Figure 1. Routing congestion (run 1).
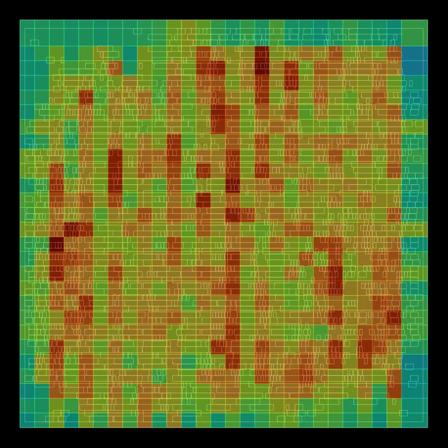
Figure 2. Nets reached from selected ports (run 1).
The bar under the picture is 50 um long.
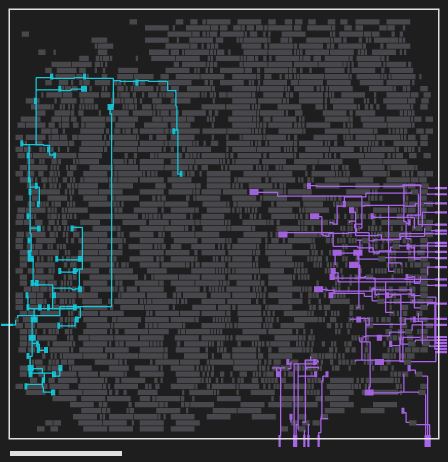
Figure 3. A small window of the routed layout (run 1).
The bar under the picture is 10 um long. Window x 35 to 60, y 35 to 60 um. Cells in gray, sequential cells in the stronger gray; small squares are vias.
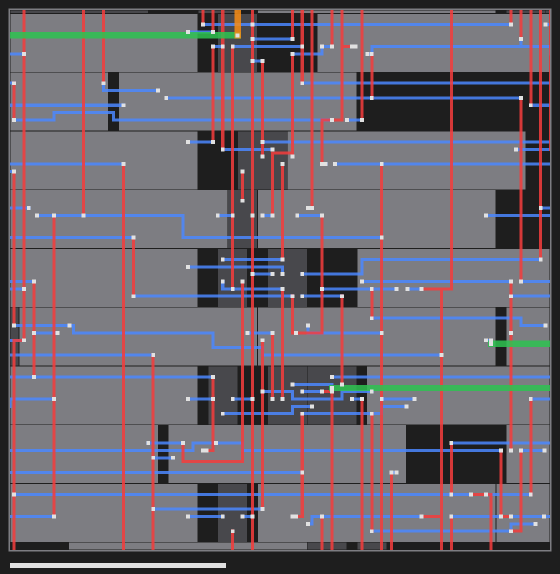
File: config.mk
export PLATFORM = sky130hd
export DESIGN_NAME = fetch_unit
export DESIGN_NICKNAME = d
export VERILOG_FILES = /design/src/rtl/fetch_unit.sv
export SDC_FILE = /design/constraint.sdc
export NUM_CORES = 1
export LEC_CHECK = 0
export ABC_AREA = 1
export CAP_MARGIN = 20
export CORE_MARGIN = 2
export CORE_UTILIZATION = 55
export DETAILED_ROUTE_END_ITERATION = 8
export GPL_TIMING_DRIVEN = 1
export PLACE_DENSITY_LB_ADDON = 0.25
export SLEW_MARGIN = 40
export SYNTH_ARGS = -nofsm -noshare
export SYNTH_HDL_FRONTEND = slang
export SYNTH_SLANG_ARGS = --single-unit
File: constraint.sdc
create_clock -name clk -period 6.3 [get_ports clk]
set_clock_uncertainty 0.1 [all_clocks]
set_input_delay 1.26 -clock clk [delete_from_list [all_inputs] [get_ports clk]]
set_output_delay 1.26 -clock clk [all_outputs]
set_load 0.01 [all_outputs]
File: src/rtl/fetch_unit.sv
// fetch_unit -- instruction fetch front end for the single-cycle MIPS core.
//
// Owns the word-addressed fetch PC. Issues requests to instruction memory and
// buffers returned words in an in-order prefetch queue that decode drains with
// a valid/ready handshake. A redirect (taken branch, jump, jr) flushes the
// queue, moves the PC and marks every in-flight request as squashed so its
// response is thrown away when it arrives.
//
// Parameters:
//   DEPTH    : prefetch queue entries and in-flight request limit (power of two, >= 2)
//   RESET_PC : fetch address after reset
//
// Ports:
//   clk, rst            : clock, asynchronous active-high reset
//   imem_req/addr/rdy   : request channel to instruction memory (word address)
//   imem_rvalid/rdata   : in-order response channel
//   inst_valid/data/pc  : queue head presented to decode
//   inst_pc_4           : inst_pc + 1 (link value)
//   inst_ready          : decode consumes the head this cycle
//   redirect_valid/pc   : new fetch address, flushes everything in flight
//
// Optional feature (macro FETCH_PERF_EN):
//   perf_fetched  : number of queue pushes
//   perf_squashed : discarded responses plus entries flushed by redirects
module fetch_unit #(
  parameter int unsigned DEPTH    = 4,
  parameter logic [31:0] RESET_PC = 32'd0
) (
  input  logic        clk,
  input  logic        rst,
  output logic        imem_req,
  output logic [31:0] imem_addr,
  input  logic        imem_rdy,
  input  logic        imem_rvalid,
  input  logic [31:0] imem_rdata,
  output logic        inst_valid,
  output logic [31:0] inst_data,
  output logic [31:0] inst_pc,
  output logic [31:0] inst_pc_4,
  input  logic        inst_ready,
  input  logic        redirect_valid,
  input  logic [31:0] redirect_pc
`ifdef FETCH_PERF_EN
  ,
  output logic [31:0] perf_fetched,
  output logic [31:0] perf_squashed
`endif
);

  localparam int unsigned PW = (DEPTH > 1) ? $clog2(DEPTH) : 1;
  localparam int unsigned CW = $clog2(DEPTH + 1);
  localparam int unsigned SW = CW + 2;
  localparam logic [SW-1:0] DEPTH_S = SW'(DEPTH);

  logic [31:0]   fetch_pc_q, fetch_pc_d;
  logic [CW-1:0] count_q, count_d;
  logic [CW-1:0] outstanding_q, outstanding_d;
  logic [CW-1:0] drop_q, drop_d;
  logic [PW-1:0] rd_ptr_q, rd_ptr_d;
  logic [PW-1:0] wr_ptr_q, wr_ptr_d;
  logic [PW-1:0] tag_rd_q, tag_rd_d;
  logic [PW-1:0] tag_wr_q, tag_wr_d;

  logic [31:0] q_instr [DEPTH];
  logic [31:0] q_pc    [DEPTH];
  logic [31:0] tag_mem [DEPTH];

  logic [SW-1:0] credits_used;
  logic          accept;
  logic          pop;
  logic          resp_live;
  logic          push;

  // Every queue slot is reserved from the moment its request is accepted,
  // including requests that will be squashed, so the queue can never overflow.
  assign credits_used = SW'(count_q) + SW'(outstanding_q) + SW'(drop_q);
  assign imem_req     = !rst && (credits_used < DEPTH_S);
  assign imem_addr    = fetch_pc_q;

  assign accept    = imem_req && imem_rdy;
  assign pop       = inst_valid && inst_ready;
  assign resp_live = imem_rvalid && (drop_q == '0);
  // A response landing in a redirect cycle belongs to the old path.
  assign push      = resp_live && !redirect_valid;

  // Head is driven straight from registered state; empty queue reads as zero.
  assign inst_valid = (count_q != '0);
  assign inst_data  = inst_valid ? q_instr[rd_ptr_q] : 32'd0;
  assign inst_pc    = inst_valid ? q_pc[rd_ptr_q]    : 32'd0;
  assign inst_pc_4  = inst_pc + 32'd1;

  // The tag FIFO holds the address of every accepted request, squashed or not,
  // and is popped by every response, so it stays aligned with memory order.
  assign tag_wr_d = tag_wr_q + PW'(accept);
  assign tag_rd_d = tag_rd_q + PW'(imem_rvalid);

  always_comb begin
    fetch_pc_d    = fetch_pc_q + (accept ? 32'd1 : 32'd0);
    count_d       = count_q;
    outstanding_d = outstanding_q;
    drop_d        = drop_q;
    rd_ptr_d      = rd_ptr_q;
    wr_ptr_d      = wr_ptr_q;
    if (redirect_valid) begin
      fetch_pc_d    = redirect_pc;
      count_d       = '0;
      rd_ptr_d      = '0;
      wr_ptr_d      = '0;
      outstanding_d = '0;
      // Everything still in flight (plus a request accepted now) gets dropped;
      // the response arriving now, live or already squashed, is retired here.
      drop_d        = drop_q + outstanding_q + CW'(accept) - CW'(imem_rvalid);
    end else begin
      outstanding_d = outstanding_q + CW'(accept) - CW'(resp_live);
      if (imem_rvalid && (drop_q != '0)) begin
        drop_d = drop_q - CW'(1);
      end
      if (push) begin
        wr_ptr_d = wr_ptr_q + PW'(1);
      end
      if (pop) begin
        rd_ptr_d = rd_ptr_q + PW'(1);
      end
      count_d = count_q + CW'(push) - CW'(pop);
    end
  end

  always_ff @(posedge clk or posedge rst) begin
    if (rst) begin
      fetch_pc_q    <= RESET_PC;
      count_q       <= '0;
      outstanding_q <= '0;
      drop_q        <= '0;
      rd_ptr_q      <= '0;
      wr_ptr_q      <= '0;
      tag_rd_q      <= '0;
      tag_wr_q      <= '0;
    end else begin
      fetch_pc_q    <= fetch_pc_d;
      count_q       <= count_d;
      outstanding_q <= outstanding_d;
      drop_q        <= drop_d;
      rd_ptr_q      <= rd_ptr_d;
      wr_ptr_q      <= wr_ptr_d;
      tag_rd_q      <= tag_rd_d;
      tag_wr_q      <= tag_wr_d;
    end
  end

  // Storage arrays carry no reset; their contents are only visible through
  // count_q/pointers, which are reset.
  always_ff @(posedge clk) begin
    if (!rst && push) begin
      q_instr[wr_ptr_q] <= imem_rdata;
      q_pc[wr_ptr_q]    <= tag_mem[tag_rd_q];
    end
    if (!rst && accept) begin
      tag_mem[tag_wr_q] <= fetch_pc_q;
    end
  end

`ifdef FETCH_PERF_EN
  logic [31:0] perf_fetched_q, perf_fetched_d;
  logic [31:0] perf_squashed_q, perf_squashed_d;

  always_comb begin
    perf_fetched_d  = perf_fetched_q + (push ? 32'd1 : 32'd0);
    perf_squashed_d = perf_squashed_q;
    if (imem_rvalid && (redirect_valid || (drop_q != '0))) begin
      perf_squashed_d = perf_squashed_d + 32'd1;
    end
    // An entry popped in the redirect cycle was consumed, not flushed.
    if (redirect_valid) begin
      perf_squashed_d = perf_squashed_d + 32'(count_q) - (pop ? 32'd1 : 32'd0);
    end
  end

  always_ff @(posedge clk or posedge rst) begin
    if (rst) begin
      perf_fetched_q  <= 32'd0;
      perf_squashed_q <= 32'd0;
    end else begin
      perf_fetched_q  <= perf_fetched_d;
      perf_squashed_q <= perf_squashed_d;
    end
  end

  assign perf_fetched  = perf_fetched_q;
  assign perf_squashed = perf_squashed_q;
`endif

endmodule

==> results_dict.tcl, run 1 <==
# metrics dict for downstream scripts
set metrics [dict create \
    crit_fanout 75 \
    outcome "finished clean" \
    antenna_found_initial 0 \
    top_signal_layer_used "met4" \
    synthTopCellsByCount "409 x nand2_1, 384 x edfxtp_1, 303 x nor2_1" \
    hold_depth 1 \
    yosysUniqueCellTypes 38 \
    cp.depth 13 \
    synth_cells 1826 \
    nWellTaps 455 \
    cp.required_ns 4.94 \
    htree_levels 2 \
    synthFlopType "edfxtp_1" \
    ys_seq_share_pct 65.9 \
    synthArstFlopShare_pct 11.3 \
    dp_slack_ns 1.19 \
    warning_count 32 \
    track_usage_pct 24.8 \
    io_buffers 199 \
    num_rows 68 \
    area_delta_synth_final_pct 19.2 \
    startpoint_type "flip-flop" \
    detail-route-antenna-nets 0 \
    clkLatencyLatePin_ns 0.55 \
    ctsHoldBuffers 0 \
    final.clkbuf_count 59 \
    worstRegToRegCells 19 \
    hold_path_startpoint "tag_wr_q[1]" \
    gp_congestion 0.885 \
    cts_buffers 43 \
    cp.buffers_inverters 3 \
    dr_wl_met2_mm 21.6 \
    cts_tree "done" \
    leakage_nw 8.59 \
    io_pins 200 \
    n_antenna_cell 0 \
    tightestPinTransition_ns 0.840 \
    largest_class "flip-flops and latches" \
    min_delay_worst_endpoint "tag_wr_q[1]" \
    syn_nets 1922 \
    flop-count 433 \
    syn-cell-area_mm2 0.0194 \
    post_synth_xor_area_fraction_pct 2.08 \
    first_global_vias 13300 \
    fill_cells 2585 \
    crit_path_top_delay_cell "buf_4" \
    hold_viol 0 \
    drc_errors 0 \
    rsz0062_at_grt "false" \
    top_cell_area_share_pct 59.6 \
    final_layout_top_logic_cells "409 x nand2_1, 384 x edfxtp_1, 299 x nor2_1" \
    crit_path_cell_trace "inv_4 > buf_4 > nand2_1 > nand3_1 > nand2_1 > nor2_4 > nand2_1 > nor2_1 > nand2_1 > nor2_1 > nand3_1 > nand2_1 > clkdlybuf4s50_1" \
    grt.overflow.total 0 \
    syn_avg_cell_area_um2 10.6 \
    wl_mm 45.5 \
    setup-tns-final_ns 0 \
    fp.dieW_um 192 \
    ys_warn_count 0 \
    hpwlAfterDp_mm 28.3 \
    ys_ff 433 \
    slew-limit-headroom_pct 44.0 \
    use_met1_pct 34.7 \
    timing.final.crit_share_pct 90.2 \
    logic_family "simple AND/OR/NAND/NOR gates" \
    ys_sh_adder_pct 1.95 \
    cts_buffer_depth 3 \
    crit_type "flip-flop to output port" \
    holdWs_ns 0.457 \
    ys_cells 1826 \
    die_area_mm2 0.0367 \
    worstPathArrival_ns 4.32 \
    end_kind "output port" \
]
Notes on Figure 1 above:
final core utilization: 66.6%
global route hottest layer: met2

Notes on Figure 2 above:
[inst_pc] purple | bits: 32 | direction: output | edge: 23 right, 9 bottom | end cells: 32 | buffers: 32 | wire: 1630 um
[redirect_valid] cyan | bits: 1 | direction: input | edge: left | end cells: 56 | buffers: 2 | wire: 648 um

Notes on Figure 3 above:
[metal 3] green
[metal 4] orange
[metal 1] blue
[metal 2] red
sequential cells in the window: 17
netlist names of flops here include: tag_mem (17)
cells with their middle in the window: 26
most frequent: edfxtp_1 (17), nor2_1 (4), o21ai_0 (3)

==> run 1: state kept, by name, indices dropped and copies added, names as in the netlist, 3 cells and up <==
register	flops
q_pc	128
imem_addr	32
drop_q	3
count_q	3
outstanding_q	3
tag_mem	128
q_instr	128
==> run 1: worst reg2reg max path: cells and delay by family, from the launching register on <==
| family | cells | cell delay (ns) |
|---|---|---|
| adder cells (fa/ha/maj) | 3 | 1.19 |
| AND/OR/NAND/NOR | 8 | 1.60 |
| flip-flops | 1 | 0.39 |
| XOR/XNOR | 1 | 0.16 |
| AND-OR/OR-AND | 3 | 0.59 |
| buffers and inverters | 4 | 0.58 |
==> run 1: power by group <==
part,switching (W),leakage (nW),internal (W)
logic,0.00210,3.85,0.00125
registers,0.000147,4.06,0.00354
clock network,0.00104,0.674,0.00145
## Run 2: what changed since run 1
--- a/config.mk
+++ b/config.mk
@@ -12,6 +12,7 @@
 export DETAILED_ROUTE_END_ITERATION = 8
 export GPL_TIMING_DRIVEN = 1
 export PLACE_DENSITY_LB_ADDON = 0.25
+export REMOVE_ABC_BUFFERS = 1
 export SLEW_MARGIN = 40
 export SYNTH_ARGS = -nofsm -noshare
 export SYNTH_HDL_FRONTEND = slang
==> run 2 against run 1 <==
Against the previous run: register-to-register slack improved by 0.16 ns; critical path depth fell by 2; combinational power barely moved; wire length fell by 2.9%; utilization rose by 0.083 points; first-iteration DRC count fell by 21%; highest routed layer unchanged.
==> results_dict.tcl, run 2 <==
# metrics dict for downstream scripts
set metrics [dict create \
    outcome "finished clean" \
    holdWs_ns 0.456 \
    cp.buffers_inverters 4 \
    grt_most_used_layer "met2" \
    io_pins 200 \
    cts_buffers 43 \
    warning_count 29 \
    crit_path_cell_trace "inv_6 > nand3_1 > nand3_1 > inv_1 > ha_1 > inv_1 > nor3_1 > nand2_1 > nor2_2 > xor2_1 > clkdlybuf4s50_1" \
    syn-cell-area_mm2 0.0194 \
    io_buffers 199 \
    first_global_vias 13000 \
    setup-tns-final_ns 0 \
    crit_path_top_delay_cell "dfrtp_2" \
    detail-route-antenna-nets 0 \
    hpwlAfterDp_mm 28.1 \
    fp.dieW_um 192 \
    rsz0062_at_grt "false" \
    antenna_found_initial 0 \
    gp_congestion 0.894 \
    num_rows 68 \
    cts_tree "done" \
    synthTopCellsByCount "409 x nand2_1, 384 x edfxtp_1, 303 x nor2_1" \
    syn_avg_cell_area_um2 10.6 \
    crit_fanout 73 \
    area_delta_synth_final_pct 19.3 \
    final.clkbuf_count 59 \
    hold_path_startpoint "tag_wr_q[1]" \
    nWellTaps 455 \
    flop-count 433 \
    fill_cells 2610 \
    leakage_nw 8.59 \
    cts_buffer_depth 3 \
    slew-limit-headroom_pct 52.4 \
    crit_type "flip-flop to output port" \
    ctsHoldBuffers 0 \
    grt.overflow.total 0 \
    htree_levels 2 \
    startpoint_type "flip-flop" \
]
==> run 2: cell counts after synthesis <==
No cell type changed its count.
==> run 2: report_power, final <==
| group | switching, W | internal (W) |
|---|---|---|
| Clock | 0.00102 | 0.00146 |
| Combinational | 0.00211 | 0.00125 |
| Sequential | 0.000126 | 0.00354 |
| Total | 0.00326 | 0.00625 |
==> run 2: cells by family (layout without fill, tap and decap cells) <==
| family | after synthesis | in the layout | share of synthesized area (%) |
|---|---|---|---|
| buffers and inverters | 206 | 422 | 4.75 |
| adder cells (fa/ha/maj) | 26 | 26 | 1.95 |
| XOR/XNOR | 46 | 46 | 2.08 |
| AND-OR/OR-AND | 243 | 243 | 6.58 |
| AND/OR/NAND/NOR | 872 | 872 | 18.8 |
| flip-flops | 433 | 433 | 65.9 |
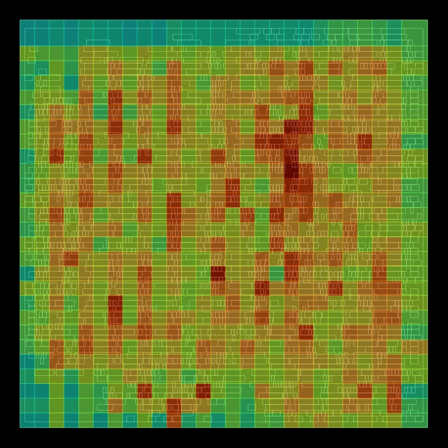
Figure 4: run 2, routing congestion.
All-Layer GR Usage: 24.4%
met2 GRT Util: 40.5%
final core utilization: 66.7%

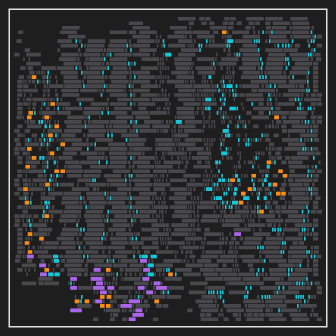
Figure 5: run 2, gate-type map.
[nor cells] cyan | cells: 347 | where: spread over the die
[fa/ha/maj cells] purple | cells: 26
[xor and xnor cells] orange | cells: 46

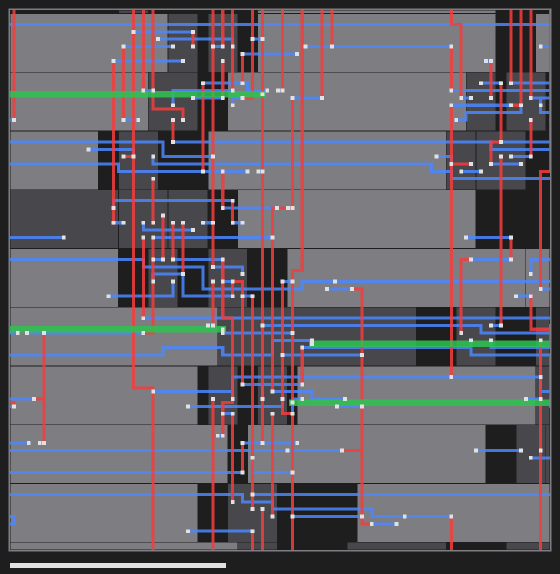
Figure 6: run 2, a small window of the routed layout.
The bar under the picture is 10 um long. Window x 35 to 60, y 35 to 60 um. Cells in gray, sequential cells in the stronger gray; small squares are vias.
[metal 1] blue
[metal 2] red
[metal 3] green
most frequent: edfxtp_1 (14), nor2_1 (8), o21ai_0 (5)
cells with their middle in the window: 33
netlist names of flops here include: tag_mem (14)
sequential cells in the window: 14

## Run 3: what changed since run 2
--- a/config.mk
+++ b/config.mk
@@ -6,11 +6,10 @@
 export NUM_CORES = 1
 export LEC_CHECK = 0
 export ABC_AREA = 1
-export CAP_MARGIN = 20
 export CORE_MARGIN = 2
 export CORE_UTILIZATION = 55
 export DETAILED_ROUTE_END_ITERATION = 8
-export GPL_TIMING_DRIVEN = 1
+export GPL_TIMING_DRIVEN = 0
 export PLACE_DENSITY_LB_ADDON = 0.25
 export REMOVE_ABC_BUFFERS = 1
 export SLEW_MARGIN = 40
==> run 3 against run 2 <==
Against the previous run: sequential power grew 2%; critical path depth increased by 2; cell count increased by 0.84%; non-clock buffer count grew 23; largest power group unchanged.
==> results_dict.tcl, run 3 <==
# metrics dict for downstream scripts
set metrics [dict create \
    first_global_vias 13400 \
    top_signal_layer_used "met4" \
    gr-usage-met2_pct 42.3 \
    grt.overflow.total 0 \
    finish.utilization_pct 68.1 \
    dr_wl_met2_mm 21.5 \
    gp_congestion 0.892 \
    end_kind "output port" \
    powerComb_w 0.00332 \
    cp.required_ns 4.94 \
    dp_slack_ns 0.756 \
    cts_buffers 44 \
    track_usage_pct 24.7 \
    p_clk_w 0.00247 \
    crit_path_top_delay_cell "dfrtp_4" \
    ys_cells 1826 \
    antenna_found_initial 1 \
    crit_path_cell_trace "inv_16 > nand2_1 > nand3_1 > nand3_1 > inv_1 > ha_1 > inv_1 > nor3_1 > nand2_1 > nor2_2 > nand3_1 > nand2_1 > clkdlybuf4s50_1" \
    power.group.top "sequential cells" \
    worstRegToRegCells 20 \
    hold_viol 0 \
    num_rows 68 \
    cp.buffers_inverters 4 \
    use_met1_pct 32.6 \
    tightestPinTransition_ns 0.751 \
    reg.largest.list "q_instr x128, q_pc x128, tag_mem x128" \
    seq_power_share_pct 39.4 \
    p_sw_share_pct 34.4 \
    ys_warn_count 0 \
    wl_mm 44.9 \
    area_delta_synth_final_pct 21.8 \
    synthArstFlopShare_pct 11.3 \
    holdWs_ns 0.457 \
    outcome "finished clean" \
    leakage_nw 8.81 \
    clkLatencyLatePin_ns 0.54 \
    ctsHoldBuffers 0 \
    rsz0062_at_grt "false" \
    final_layout_top_logic_cells "409 x nand2_1, 384 x edfxtp_1, 299 x nor2_1" \
    crit_type "flip-flop to output port" \
    crit_fanout 129 \
    syn-cell-area_mm2 0.0194 \
]
[run 3: netlist changes by cell type in the layout (fill, tap and decap cells not counted), moves of 4 or more]
cell,change
buf_8,+5
clkinvlp_4,+4
buf_12,+4
clkbuf_1,-8
buf_16,+10
buf_2,+5
[run 3: kinds of logic after synthesis]
logic type / after synthesis / synth area share [%]
compound gates: 243 / 6.58
simple gates: 872 / 18.8
flops: 433 / 65.9
xor+xnor: 46 / 2.08
fa+ha+maj: 26 / 1.95
buf+inv: 206 / 4.75
[run 3: final cells by class]
cell class	instances	area share [%]
Sequential cell	433	54.2
Multi-Input combinational cell	1187	24.3
Timing Repair Buffer	241	11.1
Clock buffer	53	5.07
Tap cell	455	2.41
Inverter	127	2.16
Clock inverter	22	0.785
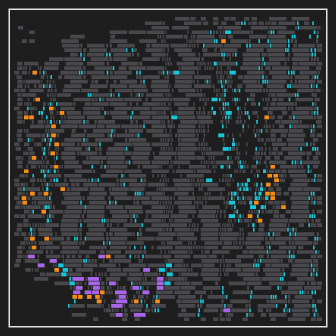
Figure 7: run 3, gate-type map.
[fa/ha/maj cells] purple | cells: 26
[nor cells] cyan | cells: 347 | where: spread over the die
[xor and xnor cells] orange | cells: 46
fraction of area in multi-input gates: 24.3%
Non-Filler Instances: 2518

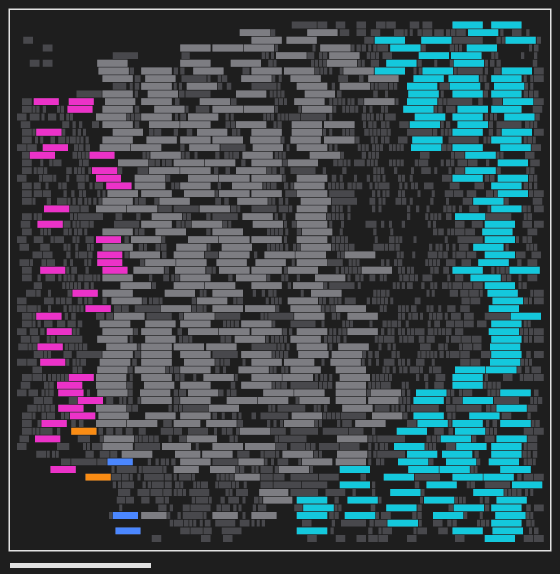
Figure 8: run 3, sequential cells grouped by signal name.
The bar under the picture is 50 um long. Other sequential cells in the stronger gray, the rest of the logic in the fainter gray.
[q_instr] cyan | flops: 128 | where: a vertical strip on the right
[tag_wr_q] orange | flops: 2
[imem_addr] magenta | flops: 32
[outstanding_q] blue | flops: 3
P_seq: 0.00376 W
Flop area: 0.0128 mm^2

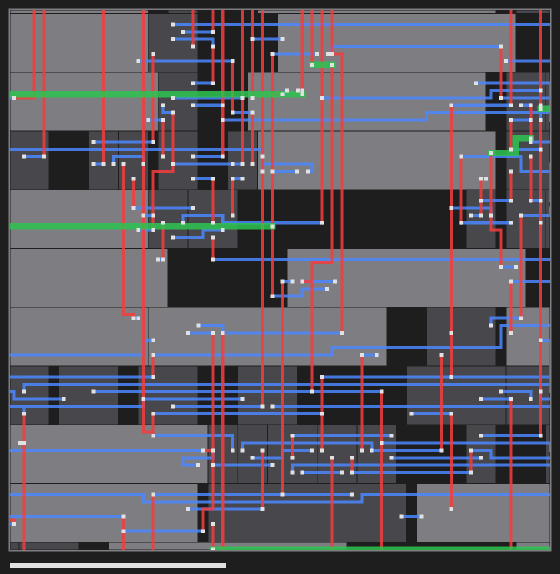
Figure 9: run 3, a small window of the routed layout.
The bar under the picture is 10 um long. Window x 35 to 60, y 35 to 60 um. Cells in gray, sequential cells in the stronger gray; small squares are vias.
[metal 3] green
[metal 1] blue
[metal 2] red
netlist names of flops here include: tag_mem (12), tag_rd_q (1)
most frequent: edfxtp_1 (12), o21ai_0 (7), nor2_1 (6)
cells with their middle in the window: 40
sequential cells in the window: 13

Power is estimated from default activity; no workload was simulated.
